Run 1, floorplan with the power grid:
Pins as bars on the die edge. Tap cells in gray.
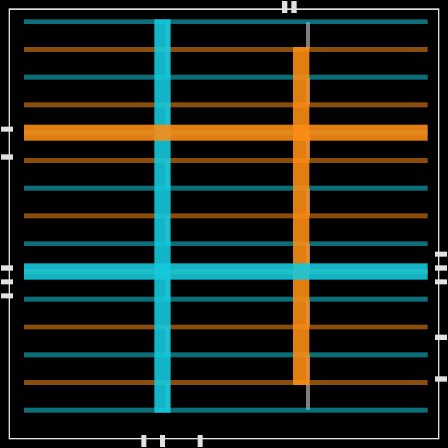
Run 1, the metal 2 layer:
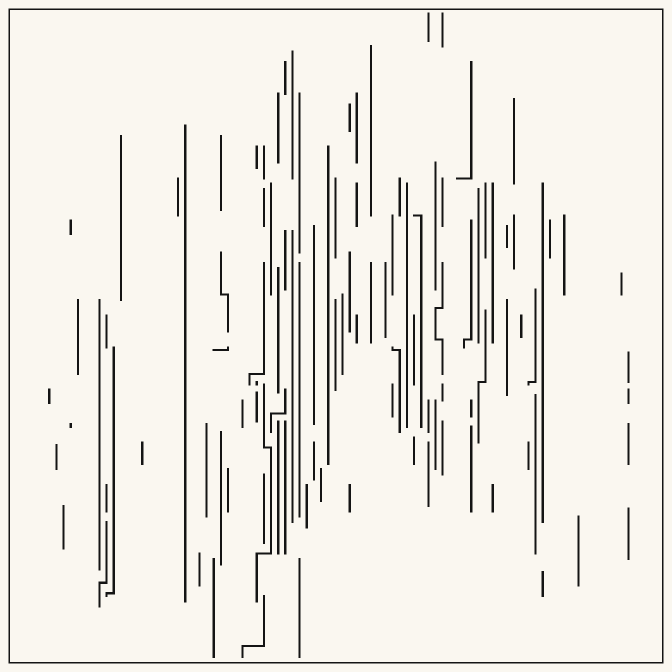
Run 1, clock network drawn from the DEF:
The bar under the picture is 10 µm long.
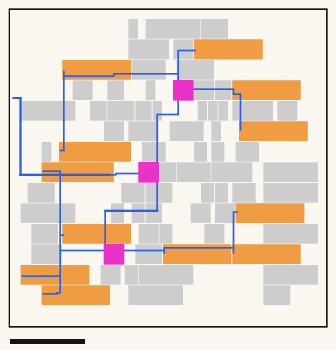
===== config.mk =====
export PLATFORM = sky130hd
export DESIGN_NAME = amod_sync_flat
export DESIGN_NICKNAME = d
export VERILOG_FILES = /design/src/rtl/amod_sync_pkg.sv /design/src/rtl/amod_sync_if.sv /design/src/rtl/amod_sync_ch.sv /design/src/rtl/amod_sync.sv /design/src/flat_wrapper.sv
export SDC_FILE = /design/constraint.sdc
export NUM_CORES = 1
export LEC_CHECK = 0
export CORE_UTILIZATION = 40
export DETAILED_ROUTE_END_ITERATION = 10
export PLACE_DENSITY = 0.66
export RECOVER_POWER = 25
export SYNTH_ARGS = -nofsm -noshare
export SYNTH_HDL_FRONTEND = slang
export SYNTH_SLANG_ARGS = --single-unit
export TNS_END_PERCENT = 50

===== constraint.sdc =====
create_clock -name CLK -period 1.8 [get_ports CLK]
set_input_delay 0.54 -clock CLK [delete_from_list [all_inputs] [get_ports CLK]]
set_output_delay 0.54 -clock CLK [all_outputs]
set_load 0.05 [all_outputs]

===== src/rtl/amod_sync_pkg.sv =====
// amod_sync_pkg: shared constants for the amod_sync strobe-capture block.
//   MODE_FB   : strobe is gated by feedback from the captured value
//   MODE_NOFB : strobe is driven from A only
//   DEF_*     : default parameter values for the top, interface and channel
package amod_sync_pkg;

  localparam int MODE_FB   = 0;
  localparam int MODE_NOFB = 1;

  localparam int DEF_WIDTH = 1;
  localparam int DEF_CH    = 1;
  localparam int DEF_CNT_W = 8;

endpackage


===== src/rtl/amod_sync_if.sv =====
// amod_sync_if: bundles the per-channel control, data and status signals.
//   A   [CH]          strobe-control input, one bit per channel
//   D   [CH*WIDTH]    capture data, channel i at [i*WIDTH +: WIDTH]
//   CLR [CH]          synchronous per-channel counter clear
//   Q   [CH*WIDTH]    captured data, same packing as D
//   VLD [CH]          one-cycle pulse in the cycle after a capture
//   CNT [CH*CNT_W]    per-channel saturating capture count
// master: drives A/D/CLR and observes results. slave: the capture block.
interface amod_sync_if
  import amod_sync_pkg::*;
#(
  parameter int WIDTH = DEF_WIDTH,
  parameter int CH    = DEF_CH,
  parameter int CNT_W = DEF_CNT_W
) ();

  logic [CH-1:0]       A;
  logic [CH*WIDTH-1:0] D;
  logic [CH-1:0]       CLR;
  logic [CH*WIDTH-1:0] Q;
  logic [CH-1:0]       VLD;
  logic [CH*CNT_W-1:0] CNT;

  modport master (output A, D, CLR, input Q, VLD, CNT);
  modport slave  (input A, D, CLR, output Q, VLD, CNT);

endinterface


===== src/rtl/amod_sync_ch.sv =====
// amod_sync_ch: one capture channel.
//   CLK, RST_N : clock and async active-low reset
//   a          : strobe-control input
//   d          : data to capture
//   clr        : synchronous counter clear (wins over a same-edge capture)
//   q          : captured data
//   vld        : pulse in the cycle after q is loaded
//   cnt        : saturating capture count
// The strobe is registered and edge-detected against its own delayed copy,
// so a capture happens one edge after the strobe register rises.
module amod_sync_ch
  import amod_sync_pkg::*;
#(
  parameter int WIDTH = DEF_WIDTH,
  parameter int MODE  = MODE_FB,
  parameter int CNT_W = DEF_CNT_W
) (
  input  logic             CLK,
  input  logic             RST_N,
  input  logic             a,
  input  logic [WIDTH-1:0] d,
  input  logic             clr,
  output logic [WIDTH-1:0] q,
  output logic             vld,
  output logic [CNT_W-1:0] cnt
);

  logic             strobe_q, strobe_d;
  logic             strobe_dly_q, strobe_dly_d;
  logic [WIDTH-1:0] data_q, data_d;
  logic             vld_q, vld_d;
  logic [CNT_W-1:0] cnt_q, cnt_d;
  logic             fb;
  logic             rise;

  always_comb begin
    // In feedback mode a nonzero captured value holds the strobe low,
    // locking the channel until reset.
    fb           = (MODE == MODE_FB) ? (|data_q) : 1'b0;
    rise         = strobe_q & ~strobe_dly_q;
    strobe_d     = ~(a | fb);
    strobe_dly_d = strobe_q;
    data_d       = rise ? d : data_q;
    vld_d        = rise;
    cnt_d        = cnt_q;
    if (clr) begin
      cnt_d = '0;
    end else if (rise && (cnt_q != {CNT_W{1'b1}})) begin
      cnt_d = cnt_q + 1'b1;
    end
  end

  // Strobe and its delay reset high so release never looks like a rising edge.
  always_ff @(posedge CLK or negedge RST_N) begin
    if (!RST_N) begin
      strobe_q     <= 1'b1;
      strobe_dly_q <= 1'b1;
      data_q       <= '0;
      vld_q        <= 1'b0;
      cnt_q        <= '0;
    end else begin
      strobe_q     <= strobe_d;
      strobe_dly_q <= strobe_dly_d;
      data_q       <= data_d;
      vld_q        <= vld_d;
      cnt_q        <= cnt_d;
    end
  end

  assign q   = data_q;
  assign vld = vld_q;
  assign cnt = cnt_q;

endmodule


===== src/rtl/amod_sync.sv =====
// amod_sync: CH independent strobe-capture channels.
//   CLK, RST_N : clock and async active-low reset
//   bus        : amod_sync_if slave (A, D, CLR in; Q, VLD, CNT out)
// Parameters: WIDTH data bits per channel, CH channels, MODE strobe select
// (MODE_FB / MODE_NOFB), CNT_W counter width.
module amod_sync
  import amod_sync_pkg::*;
#(
  parameter int WIDTH = DEF_WIDTH,
  parameter int CH    = DEF_CH,
  parameter int MODE  = MODE_FB,
  parameter int CNT_W = DEF_CNT_W
) (
  input logic        CLK,
  input logic        RST_N,
  amod_sync_if.slave bus
);

  for (genvar i = 0; i < CH; i++) begin : g_ch
    amod_sync_ch #(
      .WIDTH (WIDTH),
      .MODE  (MODE),
      .CNT_W (CNT_W)
    ) u_ch (
      .CLK   (CLK),
      .RST_N (RST_N),
      .a     (bus.A[i]),
      .d     (bus.D[i*WIDTH +: WIDTH]),
      .clr   (bus.CLR[i]),
      .q     (bus.Q[i*WIDTH +: WIDTH]),
      .vld   (bus.VLD[i]),
      .cnt   (bus.CNT[i*CNT_W +: CNT_W])
    );
  end

endmodule


===== src/flat_wrapper.sv =====
// flat-port wrapper written by rule: the top's interface ports become plain ports
module amod_sync_flat import amod_sync_pkg::*;
#(
  parameter int WIDTH = DEF_WIDTH,
  parameter int CH    = DEF_CH,
  parameter int MODE  = MODE_FB,
  parameter int CNT_W = DEF_CNT_W
)
  (CLK, RST_N, bus_A, bus_D, bus_CLR, bus_Q, bus_VLD, bus_CNT);
  amod_sync_if #(.WIDTH(WIDTH), .CH(CH), .CNT_W(CNT_W)) bus_i ();
  input logic CLK;
  input logic RST_N;
  input wire logic [$bits(bus_i.A)-1:0] bus_A;
  input wire logic [$bits(bus_i.D)-1:0] bus_D;
  input wire logic [$bits(bus_i.CLR)-1:0] bus_CLR;
  output wire logic [$bits(bus_i.Q)-1:0] bus_Q;
  output wire logic [$bits(bus_i.VLD)-1:0] bus_VLD;
  output wire logic [$bits(bus_i.CNT)-1:0] bus_CNT;
  assign bus_i.A = bus_A;
  assign bus_i.D = bus_D;
  assign bus_i.CLR = bus_CLR;
  assign bus_Q = bus_i.Q;
  assign bus_VLD = bus_i.VLD;
  assign bus_CNT = bus_i.CNT;
  amod_sync #(.WIDTH(WIDTH), .CH(CH), .MODE(MODE), .CNT_W(CNT_W)) u_core (.CLK(CLK), .RST_N(RST_N), .bus(bus_i));
endmodule

==> flow_metrics.env, run 1 <==
# implementation run metrics
export IMPL_worst_path_stages=4
export IMPL_n_all_inverters=2
export IMPL_io_pin_count=15
export IMPL_largest_register_ffs=8
export IMPL_crit_buf_inv=0
export IMPL_period_minus_slack_ns=1.561
export IMPL_clk_share_pct=3.893
export IMPL_grt_remaining_overflow=0
export IMPL_lay_top_count="dfrtp_1"
export IMPL_fin_tns_setup_ns=0
export IMPL_cts_hold_buf=0
export IMPL_tool_warnings=26
export IMPL_routed_via_density=5.598
export IMPL_holdPathEnd="u_core.g_ch[0].u_ch.strobe_dly_q$_DFF_PN1_"
export IMPL_wirelength_um=1212
export IMPL_flop_cell="dfrtp_1"
export IMPL_hold_start="u_core.g_ch[0].u_ch.strobe_dly_d$_DFF_PN1_"
export IMPL_r2r_cells=4
export IMPL_largest_cell_class="multi-input combinational cells"
export IMPL_async_flop_share_pct=100.0
export IMPL_rsz0062_at_grt="no"
export IMPL_gp_congestion=0.7584
export IMPL_ys_ff=12
export IMPL_min_delay_path_class="reg -> reg"
export IMPL_sh_seq_area_pct=32.48
export IMPL_cp_max_fo=5
export IMPL_crit_family="flip-flops"
export IMPL_finalHoldViolations=0
export IMPL_tap_cells=16
export IMPL_cts_resized_gates=0
export IMPL_signal_buffers=18
export IMPL_ys_cells=56
export IMPL_comb_area_share_pct=33.02
export IMPL_setup_worst_path_start_class="flip-flop"
export IMPL_max_slew_margin_pct=64.84
export IMPL_yosys_area_um2=638.1
export IMPL_nets=83
export IMPL_grt_pass1_vias=495
export IMPL_outcome="complete, no violations"
export IMPL_comb_cells=40
export IMPL_whs_ns=0.4162
export IMPL_fmax_ghz=0.6407
export IMPL_grt_use_total_pct=16.70
export IMPL_worst_slack_ns=0.2392
export IMPL_drt_iter0_drc=7
export IMPL_insertion_delay_ns=0.27
export IMPL_final_comb_area_um2=307.8
export IMPL_ys_warnings_count=0
export IMPL_netlist_instances=56
export IMPL_clk_pin_slew_ns=0.08
export IMPL_lay_top_cells="dfrtp_1, buf_12, nor2_1, buf_4"
export IMPL_path_cells="ha_1, and3_1, a211oi_2, mux2_4"
export IMPL_grt_max_degree=13
export IMPL_seq_area_um2=302.8
export IMPL_insertedDiodeCount=0
export IMPL_ant_nets=0
export IMPL_buffer_area_share_pct=27.65
export IMPL_cp_slowest_stage_delay_ns=0.39
export IMPL_worst_pin_slew_ns=0.5257
export IMPL_timing_critical_path_to="u_core.g_ch[0].u_ch.cnt[3]$_DFFE_PN0P_"
export IMPL_cts_inserted_buffers=3
export IMPL_syn_cell_area_um2=638.1
export IMPL_core_area_um2=1506
export IMPL_wl_per_cell_um=13.17
export IMPL_dr_pass1_iters=4
export IMPL_setup_viol=0
export IMPL_arrival_ns=1.72
export IMPL_avgSynthCellArea_um2=11.39
export IMPL_pwr_density_cell_nw_per_um2=940.6
export IMPL_dp_slack_ns=0.1469
export IMPL_maxCapViolCount=0
export IMPL_fin_crit_sh_pct=86.71
export IMPL_remaining_drc_errors=0
export IMPL_critical_path_class="reg -> reg"
export IMPL_edf_count=0
export IMPL_grt_pass1_wl_um=2125
export IMPL_clkbuf_count=4
export IMPL_rows=14
export IMPL_vias=515
export IMPL_synth_nets=62
export IMPL_clock_path_buffers=2
export IMPL_chip_area_um2=1759
export IMPL_worstSetupStartpoint="u_core.g_ch[0].u_ch.cnt[0]$_DFFE_PN0P_"
export IMPL_whs_path_depth=0
export IMPL_fin_skew_ns=0.001659
export IMPL_required_ns=1.96
export IMPL_crit_slowest_cell="dfrtp_1"
export IMPL_ys_seq_share_pct=47.45
export IMPL_cts_setup_buffers=0
export IMPL_area_growth_pct=46.08
export IMPL_dp_hpwl_um=933.3
export IMPL_final_core_util_pct=61.88
export IMPL_rrSetupSlack_ns=0.24
export IMPL_die_width_um=41.94
-- 'floorplan with the power grid' (at the start) --
VSS -> cyan
VDD -> orange
signal pins = 15
met1 rails = 15
tap cells = 16

-- 'the metal 2 layer' (at the start) --
wire length on this layer = 609 µm
main direction = vertical

-- 'clock network drawn from the DEF' (at the start) --
clock drivers -> magenta  # count 3
clock wires -> blue  # length 162 µm
flip-flops -> orange  # count 12
routed clock nets = 4

## run 1: through the flow
stage	total power, mW	instance area (µm²)
after floorplan	0.5202	638.1
after global placement	0.6684	895.9
after detailed placement	0.6726	895.9
after CTS	0.8908	932.1
after global routing	0.9226	932.1
final	0.8768	932.1
## run 1: layer usage
layer	routed length [µm]	part of all wire, %	up-vias	track usage, %
li1	-	-	253	-
met4	10	0.83	0	9.677
met3	51	4.2	2	6.957
met1	542	45	244	17.73
met5	0	0	-	0
met2	608	50	16	27.50
## run 1: logic make-up (layout without fill, tap and decap cells)
kind of cell               Yosys count  count (layout)  synth area share, %
AOI/OAI and AO/OA                   12              12                15.10
adders and majority gates            1               1                1.960
buffers and inverters                4              24                4.314
DFF                                 12              12                47.45
muxes                                5               5                10.39
and+or+nand+nor                     22              22                20.78
## run 1: worst reg2reg max path, cell delays in order, from the launching register on
cell	delay (ns)
dfrtp_1	0.39
ha_1	0.26
and3_1	0.22
a211oi_2	0.27
mux2_4	0.32
## run 1: where the power goes
group	total (mW)	internal, mW	switching, mW
Combinational	0.312	0.150	0.162
Sequential	0.351	0.316	0.0347
Clock	0.214	0.123	0.0913
Total	0.877	0.589	0.288
## run 1: cells in the mapped netlist (2+ instances only)
| cell | n | area (µm²) |
|---|---|---|
| a21oi_1 | 3 | 15.01 |
| inv_1 | 2 | 7.510 |
| and3_1 | 2 | 12.51 |
| nand4b_1 | 2 | 17.52 |
| a211oi_2 | 2 | 25.02 |
| nand2b_1 | 2 | 12.51 |
| nor3_1 | 3 | 15.01 |
| mux2_4 | 3 | 45.04 |
| dfstp_2 | 2 | 52.55 |
| nand3_1 | 2 | 10.01 |
| a211oi_1 | 3 | 22.52 |
| nor2_1 | 6 | 22.52 |
| dfrtp_1 | 10 | 250.2 |
--- run 2 (diff from run 1) ---
CTS_CLUSTER_SIZE = 28   (was default)
==> run 2 against run 1 <==
Synthesized cell count unchanged. Total power unchanged. Core utilization unchanged. Critical path type unchanged. Count of clock-buffer cells in the layout unchanged. Highest routed layer unchanged. Clock skew unchanged. Register-to-register slack about the same. Die size unchanged. Wire length unchanged. Design area unchanged. Sequential power about the same. Combinational power about the same. Largest power group unchanged.
==> flow_metrics.env, run 2 <==
# implementation run metrics
export IMPL_outcome="complete, no violations"
export IMPL_placedInstanceArea_um2=895.9
export IMPL_lay_top_cells="dfrtp_1, buf_12, nor2_1, buf_4"
export IMPL_finalHoldViolations=0
export IMPL_holdPathEnd="u_core.g_ch[0].u_ch.strobe_dly_q$_DFF_PN1_"
export IMPL_buffer_area_share_pct=27.65
export IMPL_ys_sh_xor_pct=0
export IMPL_cts_hold_buf=0
export IMPL_common_cells="dfrtp_1, nor2_1"
export IMPL_comb_cells=40
export IMPL_switching_share_pct=32.81
export IMPL_final_core_util_pct=61.88
export IMPL_n_all_inverters=2
export IMPL_edf_count=0
export IMPL_p_int_mw=0.5891
export IMPL_setup_viol=0
export IMPL_die_width_um=41.94
export IMPL_grt_use_total_pct=16.70
export IMPL_signal_buffers=18
export IMPL_powerClk_mw=0.214
export IMPL_yosys_cell_count_top_type="dfrtp_1"
export IMPL_simple_gate_share_pct=20.78
export IMPL_largest_area_cell="dfrtp_1"
export IMPL_comb_area_share_pct=33.02
export IMPL_whs_path_depth=0
export IMPL_ys_ff=12
export IMPL_hold_start="u_core.g_ch[0].u_ch.strobe_dly_d$_DFF_PN1_"
export IMPL_remaining_drc_errors=0
export IMPL_dp_hpwl_um=933.3
export IMPL_ys_seq_share_pct=47.45
export IMPL_path_cells="ha_1, and3_1, a211oi_2, mux2_4"
export IMPL_synth_nets=62
export IMPL_ys_cells=56
export IMPL_synth_compound_area_share_pct=15.10
export IMPL_cp_slowest_stage_delay_ns=0.39
export IMPL_sh_seq_area_pct=32.48
export IMPL_total_power_mw=0.8768
export IMPL_yosys_area_um2=638.1
export IMPL_min_delay_path_class="reg -> reg"
export IMPL_vias=515
export IMPL_p_seq_mw=0.351
export IMPL_fin_crit_sh_pct=86.71
export IMPL_routed_via_density=5.598
export IMPL_cp_max_fo=5
export IMPL_fmax_ghz=0.6407
export IMPL_period_minus_slack_ns=1.561
export IMPL_crit_slowest_cell="dfrtp_1"
export IMPL_final_area_um2=932.1
export IMPL_combinationalPowerShare_pct=35.6
export IMPL_ys_warnings_count=0
export IMPL_wl_per_cell_um=13.17
export IMPL_grt_pass1_vias=495
export IMPL_async_flop_share_pct=100.0
export IMPL_ant_nets=0
export IMPL_io_pin_count=15
export IMPL_dr_pass1_iters=4
export IMPL_nets=83
export IMPL_p_comb_mw=0.312
export IMPL_area_growth_pct=46.08
export IMPL_worst_pin_slew_ns=0.5257
export IMPL_grt_max_degree=13
export IMPL_grt_pass1_wl_um=2125
export IMPL_rrSetupSlack_ns=0.24
export IMPL_whs_ns=0.4162
export IMPL_synthTopLogicFamily="simple AND/OR/NAND/NOR gates"
export IMPL_required_ns=1.96
export IMPL_max_slew_margin_pct=64.84
export IMPL_wirelength_um=1212
export IMPL_syn_cell_area_um2=638.1
export IMPL_final_comb_area_um2=307.8
export IMPL_clk_share_pct=3.893
export IMPL_cts_setup_buffers=0
export IMPL_clk_pin_slew_ns=0.08
export IMPL_clkbuf_count=4
export IMPL_netlist_area_leader_share_pct=39.22
export IMPL_mux_share_pct=10.39
export IMPL_clkPwrFrac_pct=24.4
export IMPL_area_leaders="dfrtp_1, dfstp_2, mux2_4"
export IMPL_r2r_cells=4
[run 2: cell counts in the layout (fill, tap and decap cells not counted)]
Identical to the previous run, type by type.
[run 2: per-layer routing]
| metal | track usage [%] | wire length (µm) | up-vias |
|---|---|---|---|
| li1 | - | - | 253 |
| met1 | 17.73 | 542 | 244 |
| met2 | 27.50 | 608 | 16 |
| met3 | 6.957 | 51 | 2 |
| met4 | 9.677 | 10 | 0 |
| met5 | 0 | 0 | - |
[run 2: how the worst max path moves through the flow]
stage	from	end	slack [ns]
2_1_floorplan	u_core.g_ch[0].u_ch.cnt[0]$_DFFE_PN0P_	u_core.g_ch[0].u_ch.cnt[3]$_DFFE_PN0P_	0.02
5_1_grt	u_core.g_ch[0].u_ch.cnt[0]$_DFFE_PN0P_	u_core.g_ch[0].u_ch.cnt[3]$_DFFE_PN0P_	0.17
3_5_place_dp	bus_CLR	u_core.g_ch[0].u_ch.cnt[5]$_DFFE_PN0P_	0.15
4_1_cts	u_core.g_ch[0].u_ch.cnt[0]$_DFFE_PN0P_	u_core.g_ch[0].u_ch.cnt[3]$_DFFE_PN0P_	0.23
6_report	u_core.g_ch[0].u_ch.cnt[0]$_DFFE_PN0P_	u_core.g_ch[0].u_ch.cnt[3]$_DFFE_PN0P_	0.24
3_3_place_gp	bus_CLR	u_core.g_ch[0].u_ch.cnt[5]$_DFFE_PN0P_	0.19
[run 2: critical path, delay by kind of cell (launching register included)]
family / cells / cell delay, ns
AND-OR/OR-AND: 1 / 0.27
adder cells (fa/ha/maj): 1 / 0.25
flip-flops: 1 / 0.39
multiplexers: 1 / 0.32
AND/OR/NAND/NOR: 1 / 0.21
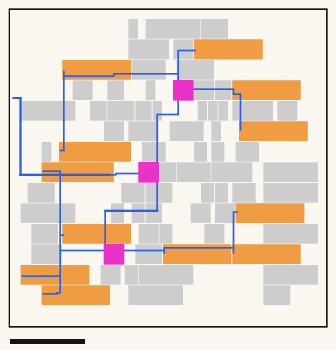
Run 2: clock network drawn from the DEF
The bar under the picture is 10 µm long.
clock wires -> blue  # length 162 µm
flip-flops -> orange  # count 12
clock drivers -> magenta  # count 3
flops lie = all over the die

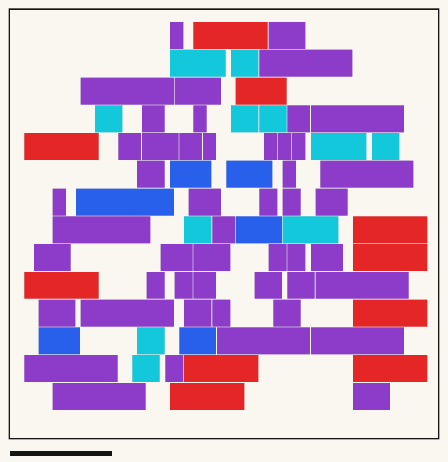
Run 2: cell sizes after repair
The bar under the picture is 10 µm long.
_0 and _1 cells -> purple  # cells 49, most used dfrtp_1
_2 cells -> blue  # cells 6, most used a211oi_2
_3 and _4 cells -> cyan  # cells 11, most used buf_4
_6 and larger -> red  # cells 10, most used buf_12

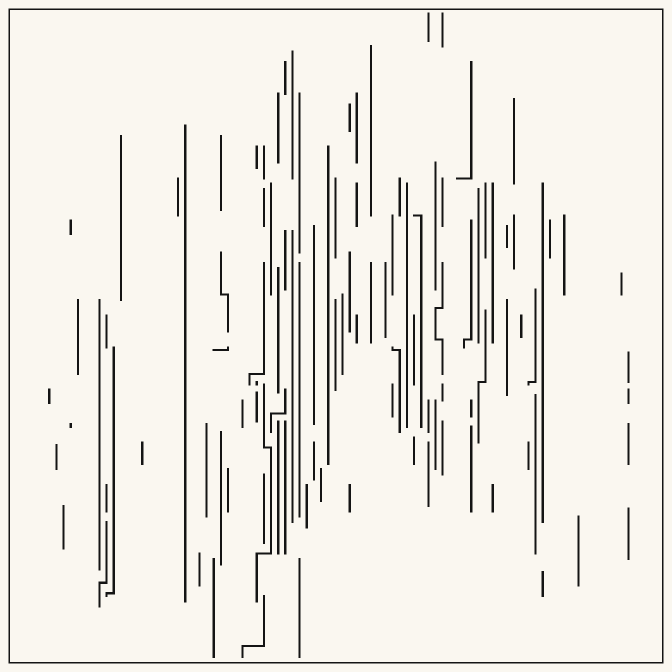
Run 2: the metal 2 layer
main direction = vertical
nets with wire on the layer = 73
longest straight run = 30.6 µm
wire length on this layer = 609 µm

Power is estimated from default activity; no workload was simulated.
